`src/rtl/gyro_sampler.sv`:
```
// gyro_sampler: periodic SPI (mode 3) master for an L3G4200D-class gyro.
// It writes CTRL_REG1 once after reset. On every sample tick it burst-reads the
// six rate bytes and publishes signed DX/DY/DZ with a one-cycle VALID strobe.
// Optional feature macro: GYRO_DEADBAND_EN. When it is defined, published values
// strictly inside (DEADBAND_LO, DEADBAND_HI) are forced to zero.
module gyro_sampler #(
    parameter int        SAMPLE_DIV  = 50000,
    parameter int        CLK_DIV     = 25,
    parameter int signed DEADBAND_LO = -42,
    parameter int signed DEADBAND_HI = 10
) (
    input  logic               CLK,
    input  logic               RST,
    input  logic               MISO,
    output logic               SCLK,
    output logic               MOSI,
    output logic               SS,
    output logic signed [15:0] DX,
    output logic signed [15:0] DY,
    output logic signed [15:0] DZ,
    output logic               VALID,
    output logic               OVERRUN
);

    localparam int TICK_W = (SAMPLE_DIV > 1) ? $clog2(SAMPLE_DIV) : 1;
    localparam int DIV_W  = (CLK_DIV > 1) ? $clog2(CLK_DIV) : 1;

    localparam logic [TICK_W-1:0] TICK_LAST = TICK_W'(SAMPLE_DIV - 1);
    localparam logic [DIV_W-1:0]  DIV_LAST  = DIV_W'(CLK_DIV - 1);

    // Sensor command bytes: CTRL_REG1 address, power-on/all-axes value,
    // and read with auto-increment starting at OUT_X_L.
    localparam logic [7:0] CMD_WR_ADDR = 8'h20;
    localparam logic [7:0] CMD_WR_DATA = 8'h0F;
    localparam logic [7:0] CMD_RD      = 8'hE8;

    localparam logic signed [15:0] DB_LO = DEADBAND_LO[15:0];
    localparam logic signed [15:0] DB_HI = DEADBAND_HI[15:0];

`ifdef GYRO_DEADBAND_EN
    localparam bit DB_EN = 1'b1;
`else
    localparam bit DB_EN = 1'b0;
`endif

    typedef enum logic [1:0] {
        ST_CFG,
        ST_WAIT,
        ST_READ,
        ST_PUB
    } state_t;

    typedef enum logic [2:0] {
        PH_IDLE,
        PH_SETUP,
        PH_LOW,
        PH_HIGH,
        PH_HOLD
    } phase_t;

    // Deadband on a published axis value; a pass-through when the feature is off.
    function automatic logic signed [15:0] deadband(input logic signed [15:0] v);
        if (DB_EN && (v > DB_LO) && (v < DB_HI)) begin
            return '0;
        end
        return v;
    endfunction

    state_t             state, state_nxt;
    phase_t             phase, phase_nxt;
    logic [DIV_W-1:0]   div_cnt, div_nxt;
    logic [DIV_W-1:0]   gap_cnt, gap_nxt;
    logic [2:0]         bit_cnt, bit_nxt;
    logic [2:0]         byte_cnt, byte_nxt;
    logic [7:0]         tx_sh, tx_nxt;
    logic [47:0]        rx_sh, rx_nxt;
    logic               sclk_nxt, mosi_nxt, ss_nxt;
    logic signed [15:0] dx_nxt, dy_nxt, dz_nxt;
    logic               valid_nxt, overrun_nxt;

    logic [TICK_W-1:0]  tick_cnt;
    logic               tick;
    logic               tick_accept;
    logic               div_last;
    logic [7:0]         fill_byte;
    logic [2:0]         last_byte;

    // Free-running sample counter; tick is high for the cycle the count is back at 0.
    always_ff @(posedge CLK or posedge RST) begin
        if (RST) begin
            tick_cnt <= '0;
            tick     <= 1'b0;
        end else begin
            tick     <= (tick_cnt == TICK_LAST);
            tick_cnt <= (tick_cnt == TICK_LAST) ? '0 : tick_cnt + 1'b1;
        end
    end

    // A tick only starts a read in WAIT once the SS-high gap has elapsed.
    assign tick_accept = tick && (state == ST_WAIT) && (phase == PH_IDLE) && (gap_cnt == '0);
    assign div_last    = (div_cnt == DIV_LAST);
    assign fill_byte   = (state == ST_CFG) ? CMD_WR_DATA : 8'h00;
    assign last_byte   = (state == ST_CFG) ? 3'd1 : 3'd6;

    // Next-state logic: sequencer state, SPI frame phase, shifters and outputs.
    always_comb begin
        state_nxt   = state;
        phase_nxt   = phase;
        div_nxt     = div_cnt;
        gap_nxt     = (gap_cnt == '0) ? '0 : gap_cnt - 1'b1;
        bit_nxt     = bit_cnt;
        byte_nxt    = byte_cnt;
        tx_nxt      = tx_sh;
        rx_nxt      = rx_sh;
        sclk_nxt    = SCLK;
        mosi_nxt    = MOSI;
        ss_nxt      = SS;
        dx_nxt      = DX;
        dy_nxt      = DY;
        dz_nxt      = DZ;
        valid_nxt   = 1'b0;
        overrun_nxt = OVERRUN | (tick & ~tick_accept);

        unique case (phase)
            PH_IDLE: begin
                unique case (state)
                    ST_CFG: begin
                        ss_nxt    = 1'b0;
                        phase_nxt = PH_SETUP;
                        div_nxt   = '0;
                        bit_nxt   = '0;
                        byte_nxt  = '0;
                        tx_nxt    = CMD_WR_ADDR;
                    end
                    ST_WAIT: begin
                        if (tick_accept) begin
                            state_nxt = ST_READ;
                            ss_nxt    = 1'b0;
                            phase_nxt = PH_SETUP;
                            div_nxt   = '0;
                            bit_nxt   = '0;
                            byte_nxt  = '0;
                            tx_nxt    = CMD_RD;
                        end
                    end
                    ST_PUB: begin
                        // Bytes arrive XL,XH,YL,YH,ZL,ZH; the oldest sits at the top.
                        dx_nxt    = deadband({rx_sh[39:32], rx_sh[47:40]});
                        dy_nxt    = deadband({rx_sh[23:16], rx_sh[31:24]});
                        dz_nxt    = deadband({rx_sh[7:0],   rx_sh[15:8]});
                        valid_nxt = 1'b1;
                        state_nxt = ST_WAIT;
                    end
                    default: begin
                    end
                endcase
            end
            PH_SETUP: begin
                if (div_last) begin
                    phase_nxt = PH_LOW;
                    div_nxt   = '0;
                    sclk_nxt  = 1'b0;
                    mosi_nxt  = tx_sh[7];
                end else begin
                    div_nxt = div_cnt + 1'b1;
                end
            end
            PH_LOW: begin
                if (div_last) begin
                    phase_nxt = PH_HIGH;
                    div_nxt   = '0;
                    sclk_nxt  = 1'b1;
                    rx_nxt    = {rx_sh[46:0], MISO};
                end else begin
                    div_nxt = div_cnt + 1'b1;
                end
            end
            PH_HIGH: begin
                if (div_last) begin
                    div_nxt = '0;
                    if (bit_cnt == 3'd7) begin
                        if (byte_cnt == last_byte) begin
                            phase_nxt = PH_HOLD;
                            mosi_nxt  = 1'b0;
                        end else begin
                            phase_nxt = PH_LOW;
                            byte_nxt  = byte_cnt + 1'b1;
                            bit_nxt   = '0;
                            tx_nxt    = fill_byte;
                            sclk_nxt  = 1'b0;
                            mosi_nxt  = fill_byte[7];
                        end
                    end else begin
                        phase_nxt = PH_LOW;
                        bit_nxt   = bit_cnt + 1'b1;
                        tx_nxt    = {tx_sh[6:0], 1'b0};
                        sclk_nxt  = 1'b0;
                        mosi_nxt  = tx_sh[6];
                    end
                end else begin
                    div_nxt = div_cnt + 1'b1;
                end
            end
            PH_HOLD: begin
                if (div_last) begin
                    phase_nxt = PH_IDLE;
                    div_nxt   = '0;
                    ss_nxt    = 1'b1;
                    gap_nxt   = DIV_LAST;
                    state_nxt = (state == ST_CFG) ? ST_WAIT : ST_PUB;
                end else begin
                    div_nxt = div_cnt + 1'b1;
                end
            end
            default: begin
                phase_nxt = PH_IDLE;
            end
        endcase
    end

    // Control and published outputs; RST returns everything to idle at once.
    always_ff @(posedge CLK or posedge RST) begin
        if (RST) begin
            state    <= ST_CFG;
            phase    <= PH_IDLE;
            div_cnt  <= '0;
            gap_cnt  <= '0;
            bit_cnt  <= '0;
            byte_cnt <= '0;
            SCLK     <= 1'b1;
            MOSI     <= 1'b0;
            SS       <= 1'b1;
            DX       <= '0;
            DY       <= '0;
            DZ       <= '0;
            VALID    <= 1'b0;
            OVERRUN  <= 1'b0;
        end else begin
            state    <= state_nxt;
            phase    <= phase_nxt;
            div_cnt  <= div_nxt;
            gap_cnt  <= gap_nxt;
            bit_cnt  <= bit_nxt;
            byte_cnt <= byte_nxt;
            SCLK     <= sclk_nxt;
            MOSI     <= mosi_nxt;
            SS       <= ss_nxt;
            DX       <= dx_nxt;
            DY       <= dy_nxt;
            DZ       <= dz_nxt;
            VALID    <= valid_nxt;
            OVERRUN  <= overrun_nxt;
        end
    end

    // Shift registers are pure data; every frame reloads them before use.
    always_ff @(posedge CLK) begin
        tx_sh <= tx_nxt;
        rx_sh <= rx_nxt;
    end

endmodule
```
`config.mk`:
```
export PLATFORM = sky130hd
export DESIGN_NAME = gyro_sampler
export DESIGN_NICKNAME = d
export VERILOG_FILES = /design/src/rtl/gyro_sampler.sv
export SDC_FILE = /design/constraint.sdc
export NUM_CORES = 1
export LEC_CHECK = 0
export ABC_AREA = 1
export CORE_AREA = 2 2 125 127
export DETAILED_ROUTE_END_ITERATION = 10
export DIE_AREA = 0 0 127 129
export GPL_TIMING_DRIVEN = 0
export HOLD_SLACK_MARGIN = 0.15
export PLACE_DENSITY = 0.63
export SLEW_MARGIN = 20
export SYNTH_ARGS = -nofsm -noshare
export SYNTH_HDL_FRONTEND = slang
export SYNTH_SLANG_ARGS = --single-unit
```
`constraint.sdc`:
```
create_clock -name CLK -period 4.9 [get_ports CLK]
set_input_delay 0.49 -clock CLK [delete_from_list [all_inputs] [get_ports CLK]]
set_output_delay 0.49 -clock CLK [all_outputs]
set_load 0.05 [all_outputs]
```
==> GITHUB_STEP_SUMMARY, run 1 <==
## PnR job results

| Metric | Value |
|---|---|
| Status | complete, no violations |
| Worst Tran Pin Value | about 0.76 ns |
| Overall Power | 2.61 mW |
| CP cell instances | inv_1 -> ha_1 -> nand2_1 -> nor2_1 -> inv_1 -> nor2_4 -> buf_16 |
| Hold Worst Slack | roughly 0.40 ns |
| CP Capture Type | flop |
| Drt via density | 4.73 |
| Combinational power share | 0.007 |
| Final worst setup slack | 2.43 ns |
| Sequential Power Share | 0.487 |
| Fmax | 405 MHz |
| Layout cells sized above 1 | 0.101 |
| MaxCap Viol Count | 0 |
| Flop share of the area | 0.537 |
| Setup crit start kind | flop |
| RR Startpoint | div_cnt[0] |
| Placed cell area | 6770 um2 |
| Post-Layout Cell Count | 852 |
| Slew Viols, Final | 0 |
| Antenna diodes | 0 |
| Largest logic family | simple AND/OR/NAND/NOR gates |
| DRT iter0 DRCs | 267 |
| Vias in the first global route | 4116 |
| Final GP Congestion | 0.829 |
| NonClk Buf Share | 0.0926 |
| Cycle use final | 0.504 |
| Avg Cell Area, Syn | 10.3 um2 |
| Final Hold Viols | 0 |
| Setup fix buffers added after clock tree synthesis | 0 |
| Setup-failing EPs final | 0 |
| R2r endpoint | rx_sh[24] |
| Logic share of the area | 0.231 |
| Simple share | 0.235 |
| H-tree depth | 4 |
| # rows | 45 |
| Most used cell along the critical path | inv_1 |
| Filler cell count in the final layout | 1359 |
| CTS clk-pin slew, worst paths | roughly 0.06 ns |
| Flop2flop setup slack | 2.43 ns |
| N_taps | 188 |
| Delay-heaviest family, CP | simple AND/OR/NAND/NOR gates |
| HPWL after detailed placement | approximately 7700 um |
| Design area | 7380 um2 |
| Synth warn | 0 |
==> run 1: how the worst max path moves through the flow <==
stage	startpoint	to	slack, ns	depth (start not counted)
3_3_place_gp	div_cnt[0]	rx_sh[0]	0.30	6
2_1_floorplan	div_cnt[0]	rx_sh[0]	1.41	6
4_1_cts	div_cnt[0]	rx_sh[16]	2.40	7
3_5_place_dp	div_cnt[0]	rx_sh[0]	2.41	7
6_report	div_cnt[0]	rx_sh[24]	2.43	7
5_1_grt	div_cnt[1]	rx_sh[16]	2.20	7
==> run 1: sequential cells by signal, summed over array words and instances, names as in the netlist, 5 cells and up <==
register  flops
rx_sh        48
DY           16
gap_cnt       5
DX           16
tx_sh         8
tick_cnt     16
DZ           16
div_cnt       5
==> run 1: worst reg2reg max path: stages (launching register included) <==
cell and delay, ns:
dfrtp_1 0.42, inv_1 0.08, ha_1 0.15, nand2_1 0.06, nor2_1 0.31, inv_1 0.25
nor2_4 0.63, buf_16 0.27
==> run 1: cell usage after synthesis, drive strengths merged <==
master / number / area share
a21oi: 3 / 0.0025
a31oi: 1 / 0.0011
buf: 10 / 0.013
dfrtp: 89 / 0.38
dfstp: 2 / 0.0089
edfxtp: 56 / 0.28
ha: 7 / 0.015
inv: 48 / 0.030
nand2: 238 / 0.15
nand3: 27 / 0.024
nand3b: 1 / 0.0013
nand4: 8 / 0.0085
nor2: 43 / 0.033
nor3: 10 / 0.0093
nor3b: 3 / 0.0038
o211ai: 1 / 0.0021
o21ai: 8 / 0.0068
o21bai: 4 / 0.0051
o22ai: 1 / 0.0011
o31ai: 1 / 0.0013
or2: 2 / 0.0021
xnor2: 2 / 0.0030
xor2: 10 / 0.015
==> run 1: per-layer routing <==
metal	part of all wire	GRT usage
met4	0.011	0.0446
met5	0	0
met2	0.47	0.239
met3	0.035	0.0486
met1	0.48	0.203
run_1/cell_density.png
Drawn at 3 px/um. 13 x 13 tiles, from white (low) to dark blue (high), 0 to 100% covered.
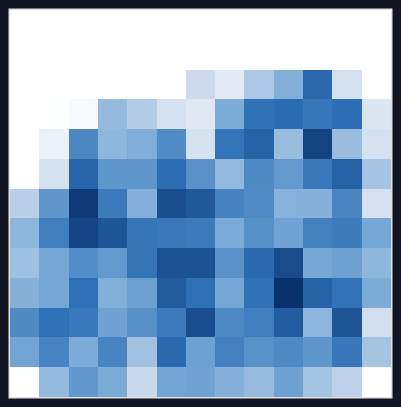
tiles over 75% full = 14%
fullest tile = 99%
emptiest ninth of the die = upper left
fin util: 0.493
core area: 15000 um2
Core Util at FP: 0.395

run_1/clocks.png
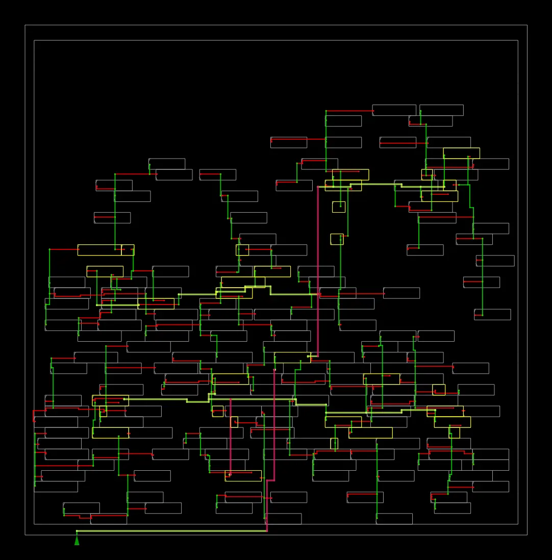
Num CTS Buffers: 17
clk latency late pin: 0.41 ns
FF+latch count: 147
clkbuf count: 17
Power Clock: 1.32 mW

run_1/clk_routes.png
Drawn at 3 px/um.
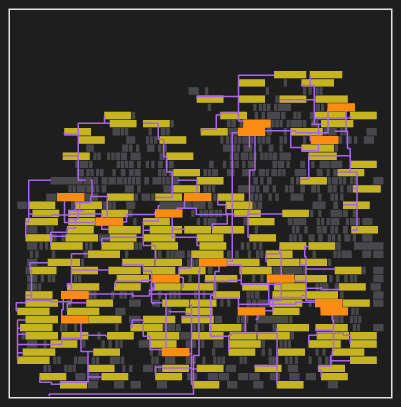
purple -> clock wires  # length 1710 um
yellow -> flip-flops  # count 147
orange -> clock drivers  # count 17
routed clock nets = 18
Worst Clk Skew: 0.00451 ns
Clk pwr share: 0.506

==> inputs of run 2 (changes only) <==
--- a/config.mk
+++ b/config.mk
@@ -11,7 +11,7 @@
 export DIE_AREA = 0 0 127 129
 export GPL_TIMING_DRIVEN = 0
 export HOLD_SLACK_MARGIN = 0.15
-export PLACE_DENSITY = 0.63
+export PLACE_DENSITY = 0.65
 export SLEW_MARGIN = 20
 export SYNTH_ARGS = -nofsm -noshare
 export SYNTH_HDL_FRONTEND = slang
==> constraint.sdc (replaced) <==
create_clock -name CLK -period 2.2 [get_ports CLK]
set_input_delay 0.22 -clock CLK [delete_from_list [all_inputs] [get_ports CLK]]
set_output_delay 0.22 -clock CLK [all_outputs]
set_load 0.05 [all_outputs]
run_2/clocks.png
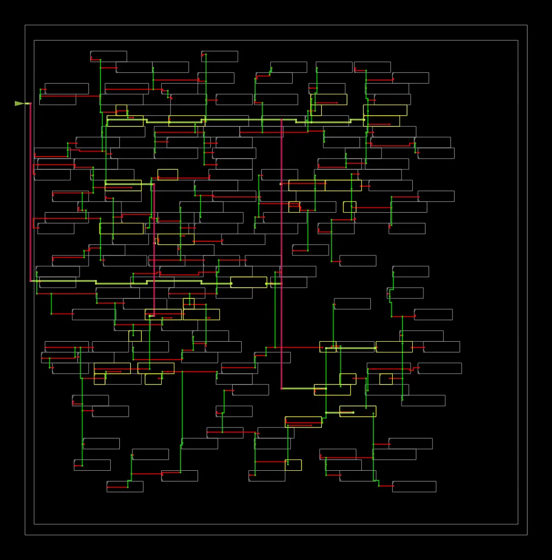
clkbuf count: 18
Worst Clk Skew: 0.00825 ns
clock sinks: 147

run_2/clk_routes.png
Drawn at 3 px/um.
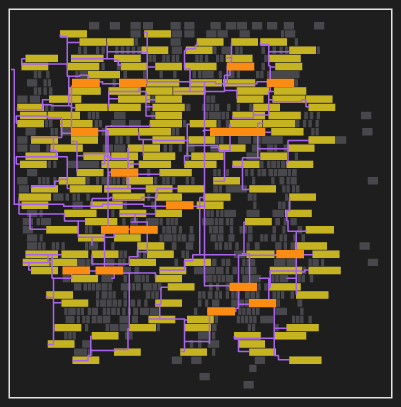
purple -> clock wires  # length 1700 um
yellow -> flip-flops  # count 147
orange -> clock drivers  # count 17
flops lie = all over the die
routed clock nets = 18
Clk pwr share: 0.505
clk latency late pin: 0.42 ns
Power Clock: 2.93 mW

==> run 2 against run 1 <==
Non-clock buffer count increased by 2. Area after synthesis unchanged. Routed wire length increased by 3.8%. Sequential cell count unchanged. Count of clock-buffer cells in the layout increased by 1. Power increased by 120%. Die area unchanged. First-iteration DRC count decreased by 16%. Register-to-register slack got worse by 2.3 ns. Core utilization increased by 0.17 points. Critical path depth increased by 1. Via count increased by 0.67%. Critical path type unchanged.
==> GITHUB_STEP_SUMMARY, run 2 <==
## PnR job results

| Metric | Value |
|---|---|
| Status | complete, no violations |
| CP cell instances | inv_1 -> ha_1 -> nand2_1 -> nor2_1 -> nand2_1 -> nand2_1 -> nand4_1 -> inv_2 |
| M1 WL | ~5500 um |
| Wire per inst | 13.7 um |
| DRT iter0 DRCs | about 220 |
| DR WL met2 | 5580 um |
| Xor/xnor share | 0.0178 |
| MaxCap Viol Count | 0 |
| H-tree depth | 4 |
| Post-synthesis compound-gate area fraction | 0.0199 |
| DR top layer | met4 |
| Most common library cells after synthesis | 235 x nand2_1, 89 x dfrtp_1, 56 x edfxtp_1 |
| Mapped Area | 5920 um2 |
| Area contributors post-synth | dfrtp_1 38%, edfxtp_1 28%, nand2_1 15% |
| DIE HEIGHT | 129 um |
| Async SR Flop Fraction | 0.619 |
| Post-synth seq share | 0.669 |
| Simple share | 0.235 |
| Met3 routed WL | 423 um |
| Max-area cell share | 0.376 |
| Static leakage power | 3.40 nW |
| Max reg flops | 48 |
| Setup TNS | 0 ns |
| Largest logic family | simple AND/OR/NAND/NOR gates |
| Antenna diodes | 0 |
| Busiest grt layer | met2 |
| Most frequent cell after synthesis | nand2_1 |
| Yosys top cell by area | dfrtp_1 |
| Vias in the first global route | 4116 |
| Setup-failing EPs final | 0 |
| Kind of critical path | flop to flop |
| CP Capture Type | flop |
| Num CTS Buffers | 17 |
| Congestion Overflow GR | 0 |
| Final worst setup slack | 0.161 ns |
| Adder share | 0.0148 |
| Core Util at FP | 0.395 |
| Worst Tran Pin Value | 0.749 ns |
| Met3 global-route usage | 0.0407 |
| # rows | 45 |
| Fmax | 490 MHz |
| Longest Clk Path Bufs | 2 |
| Syn_nets | 585 |
| Final Hold Viols | 0 |
| Yosys chip area | 5920 um2 |
| CTS tree | done |
| Drt via density | 4.75 |
| Layout cells sized above 1 | 0.108 |
| Netlist cell types | 33 |
| Slew Viols, Final | 0 |
| Overall Power | ~5.8 mW |
| Final GP Congestion | just over 0.8 |
| Reg with most FFs | rx_sh |
| EDFF count, synth | approximately 56 |
| Ys flop type | dfrtp_1 |
| Most used cell along the critical path | nand2_1 |
| Avg Cell Area, Syn | about 10 um2 |
| HPWL after detailed placement | 7980 um |
| Cycle use final | 0.927 |
| CTS clk-pin slew, worst paths | approximately 0.06 ns |
| Slowest-stage cell, CP | dfrtp_1 |
| Core area | around 15000 um2 |
| Die Area | 16400 um2 |
| Setup fix buffers added after clock tree synthesis | 1 |
| Worst Path Buf+Inv | 2 |
| Met1 Usage GRT | 0.205 |
| Synth warn | 0 |
| Final routed DRC violation total | 0 |
| Setup crit start kind | flop |
| Layout area overhead | 25.1% |
| Post-route ant nets | 0 |
| Delay-heaviest family, CP | simple AND/OR/NAND/NOR gates |
| Met2 usage | 0.247 |
-- run 2: worst reg2reg max path, stage by stage, from the launching register on --
cell and delay, ns:
dfrtp_1 0.42, inv_1 0.09, ha_1 0.16, nand2_1 0.06
nor2_1 0.34, nand2_1 0.09, nand2_1 0.13, nand4_1 0.21
inv_2 0.23
-- run 2: path summary, 6_finish.rpt --
| kind | startpoint | end | slack, ns | cells past startpoint |
|---|---|---|---|---|
| min reg2reg | gap_cnt[0] | gap_cnt[0] | 0.43 | 1 |
| max reg2reg | div_cnt[0] | tx_sh[6] | 0.16 | 8 |
| max | div_cnt[0] | tx_sh[6] | 0.16 | 8 |
| max in group asynchronous | RST | DZ[1] | 1.32 | 3 |
| min | RST | bit_cnt[2] | 0.28 | 2 |
| min in group CLK | MISO | rx_sh[0] | 0.36 | 1 |
-- run 2: layout make-up --
class	count	area, um2
Clock buffer	18	439
Buffer	10	77.6
Sequential cell	147	3960
Timing Repair Buffer	59	618
Fill cell	1368	7570
Inverter	48	184
Tap cell	188	235
Multi-Input combinational cell	371	1720
Clock inverter	14	169
-- run 2: report_power, final --
part | total, mW | internal, mW | switching [mW] | leakage (nW)
clock | 2.93 | 1.74 | 1.19 | 0.283
sequential | 2.83 | 2.83 | 0 | 1.71
combinational | 0.0445 | 0.0106 | 0.0339 | 1.41
total | 5.80 | 4.58 | 1.23 | 3.40
-- run 2: per-stage QoR --
stage / area (um2) / hold slack [ns] / util / std cells
3_5_place_dp: 6780 / 0.421 / 0.452 / 821
3_3_place_gp: 6720 / 0.414 / 0.448 / 818
4_1_cts: 7400 / 0.307 / 0.494 / 855
2_1_floorplan: 5930 / 0.319 / - / 575
6_report: 7400 / 0.281 / 0.494 / 855
5_1_grt: 7400 / 0.345 / 0.494 / 855
==> inputs of run 3 (changes only) <==
--- a/config.mk
+++ b/config.mk
@@ -6,12 +6,12 @@
 export NUM_CORES = 1
 export LEC_CHECK = 0
 export ABC_AREA = 1
-export CORE_AREA = 2 2 125 127
+export CORE_AREA = 2 2 176 92
 export DETAILED_ROUTE_END_ITERATION = 10
-export DIE_AREA = 0 0 127 129
+export DIE_AREA = 0 0 178 94
 export GPL_TIMING_DRIVEN = 0
 export HOLD_SLACK_MARGIN = 0.15
-export PLACE_DENSITY = 0.65
+export PLACE_DENSITY = 0.64
 export SLEW_MARGIN = 20
 export SYNTH_ARGS = -nofsm -noshare
 export SYNTH_HDL_FRONTEND = slang
run_3/cell_density.png
Drawn at 3 px/um. 18 x 9 tiles, from white (low) to dark blue (high), 0 to 100% covered.
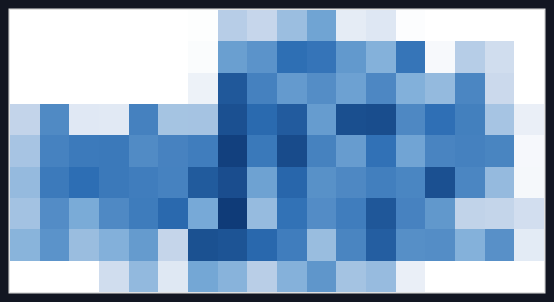
tiles over 75% full = 12%
densest ninth of the die = centre
mean over tiles = 43%
core area: 15100 um2
fin util: 0.494
Core Util at FP: 0.392

run_3/layer_met1.png
Drawn at 2 px/um. Supply wires on this layer in grey.
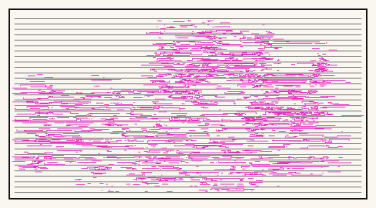
main direction = horizontal
wire length on this layer = 6290 um
longest straight run = 52.4 um
share of all routed wire = 51%
nets with wire on the layer = 611

==> run 3 against run 2 <==
Worst setup slack better by 0.031 ns. Critical path depth unchanged. Sequential share of layout area decreased by 0.38 points. Via count increased by 0.91%. Core utilization about the same. Sequential power about the same. Area after synthesis stayed put.
==> GITHUB_STEP_SUMMARY, run 3 <==
## PnR job results

| Metric | Value |
|---|---|
| Most frequent cell after synthesis | nand2_1 |
| Syn_nets | a little under 600 |
| Dpl cells | between 800 and 900 |
| Drt via density | between 4 and 5 |
| Met3 routed WL | 852 um |
| Post-Layout Cell Count | 872 |
| Setup TNS | 0 ns |
| Max-area cell share | 0.376 |
| Switching power | 1.29 mW |
| Filler cell count in the final layout | between 1000 and 1500 |
| M1 WL | 6290 um |
| Met2 usage | 0.220 |
| Cycle use final | 0.913 |
| Combinational power | 0.0455 mW |
| Max reg flops | 48 |
| Biggest consumer | clock |
| # rows | 32 |
| Most used cell along the critical path | inv_1 |
| Ys flop type | dfrtp_1 |
| Avg Cell Area, Syn | 10.3 um2 |
| Setup-failing EPs final | 0 |
| Post-route ant nets | 0 |
| Sw Share | 0.225 |
| DR top layer | met4 |
| Reg area | 3960 um2 |
| Final Hold Viols | 0 |
| H-tree depth | 4 |
| P_seq | 2.83 mW |
| Busiest grt layer | met1 |
| DIE HEIGHT | 94 um |
| MaxCap Viol Count | 0 |
| Synth warn | 0 |
| Power Clock | 2.87 mW |
| DR WL met2 | ~5100 um |
| Yosys chip area | 5920 um2 |
| Vias in the first global route | 3995 |
| CTS clk-pin slew, worst paths | 0.07 ns |
| Design area | 7460 um2 |
| Met3 global-route usage | 0.0409 |
| HPWL after detailed placement | just under 9000 um |
| Clock sinks | 147 |
| Longest Clk Path Bufs | 2 |
| CTS tree | done |
| Sequential Power Share | 0.492 |
| Pwr per Cell Area | 770 nW/um2 |
| Wire per inst | 14.3 um |
| Worst Path Buf+Inv | 4 |
| Mapped Area | 5920 um2 |
| Final worst setup slack | 0.192 ns |
| Clk latency late pin | 0.42 ns |
| Post-synth seq share | 0.669 |
| Layout area overhead | 26.0% |
| Combinational power share | 0.008 |
| Overall Power | approximately 5.7 mW |
| Static leakage power | ~3.4 nW |
| Fmax | 498 MHz |
| Logic area | between 1500 and 2000 um2 |
| Final net count | around 670 |
| Slew Viols, Final | 0 |
| Netlist cell types | 33 |
| Internal power | 4.45 mW |
| Met1 Usage GRT | 0.241 |
| Status | complete, no violations |
| Worst Clk Skew | 0.00914 ns |
| Setup crit start kind | flop |
| Most common library cells after synthesis | 235 x nand2_1, 89 x dfrtp_1, 56 x edfxtp_1 |
| Area contributors post-synth | dfrtp_1 38%, edfxtp_1 28%, nand2_1 15% |
| Async SR Flop Fraction | 0.619 |
| CP Capture Type | flop |
| Slowest-stage cell, CP | dfrtp_1 |
| Max_slew headroom | 0.550 |
| Worst Tran Pin Value | 0.674 ns |
| Congestion Overflow GR | 0 |
| Final routed DRC violation total | 0 |
| Final GP Congestion | 0.863 |
| Kind of critical path | flop to flop |
| Yosys top cell by area | dfrtp_1 |
| Layout cells sized above 1 | 0.108 |
| Delay-heaviest family, CP | buffers and inverters |
| Die Area | ~17000 um2 |
run 3: cell types whose count changed in the layout (fill, tap and decap cells not counted):
| cell | previous run | this run |
|---|---|---|
| buf_12 | 3 | 4 |
| nor2_4 | 6 | 5 |
| inv_2 | 7 | 6 |
| inv_6 | 2 | 6 |
| bufinv_16 | 2 | 1 |
| buf_4 | 2 | 1 |
| clkinvlp_4 | 6 | 4 |
| clkbuf_8 | 1 | 0 |
| buf_16 | 0 | 2 |
| inv_1 | 40 | 41 |
run 3: what timing repair did:
item                       CTS  global route
pin swaps                    1             0
resized                      0             1
hold endpoints to repair     0             0
setup endpoints to repair   21             8
setup buffers                2             0
run 3: area by class of cell:
cell class              instances  share of cell area
plain buffers                  10              0.0104
clock buffers                  17              0.0571
clock inverters                15              0.0213
inverters                      48              0.0247
multi-input cells             370               0.229
flip-flops and latches        147               0.531
well taps                     204              0.0342
repair buffers                 61              0.0920
run 3: worst register-to-register path, delay by kind of cell (launching register included):
kind | cells | cell delay, ns
buffers and inverters | 4 | 0.62
AND/OR/NAND/NOR | 3 | 0.51
flip-flops | 1 | 0.42
adder cells (fa/ha/maj) | 1 | 0.15
run 3: logic make-up after synthesis:
| logic type | synth area share |
|---|---|
| compound gates | 0.0199 |
| xor+xnor | 0.0178 |
| buf+inv | 0.0435 |
| flops | 0.669 |
| simple gates | 0.235 |
| fa+ha+maj | 0.0148 |
run 3: worst paths after layout:
path | startpoint | end | slack [ns] | cells after the start
max in group asynchronous | RST | DZ[10] | 1.14 | 4
hold reg to reg | gap_cnt[0] | gap_cnt[0] | 0.44 | 1
min in group CLK | MISO | rx_sh[0] | 0.36 | 1
setup / recovery | div_cnt[0] | rx_sh[24] | 0.19 | 8
hold / removal | RST | MOSI | 0.25 | 2
setup reg to reg | div_cnt[0] | rx_sh[24] | 0.19 | 8
Power and IR drop assume default switching activity.
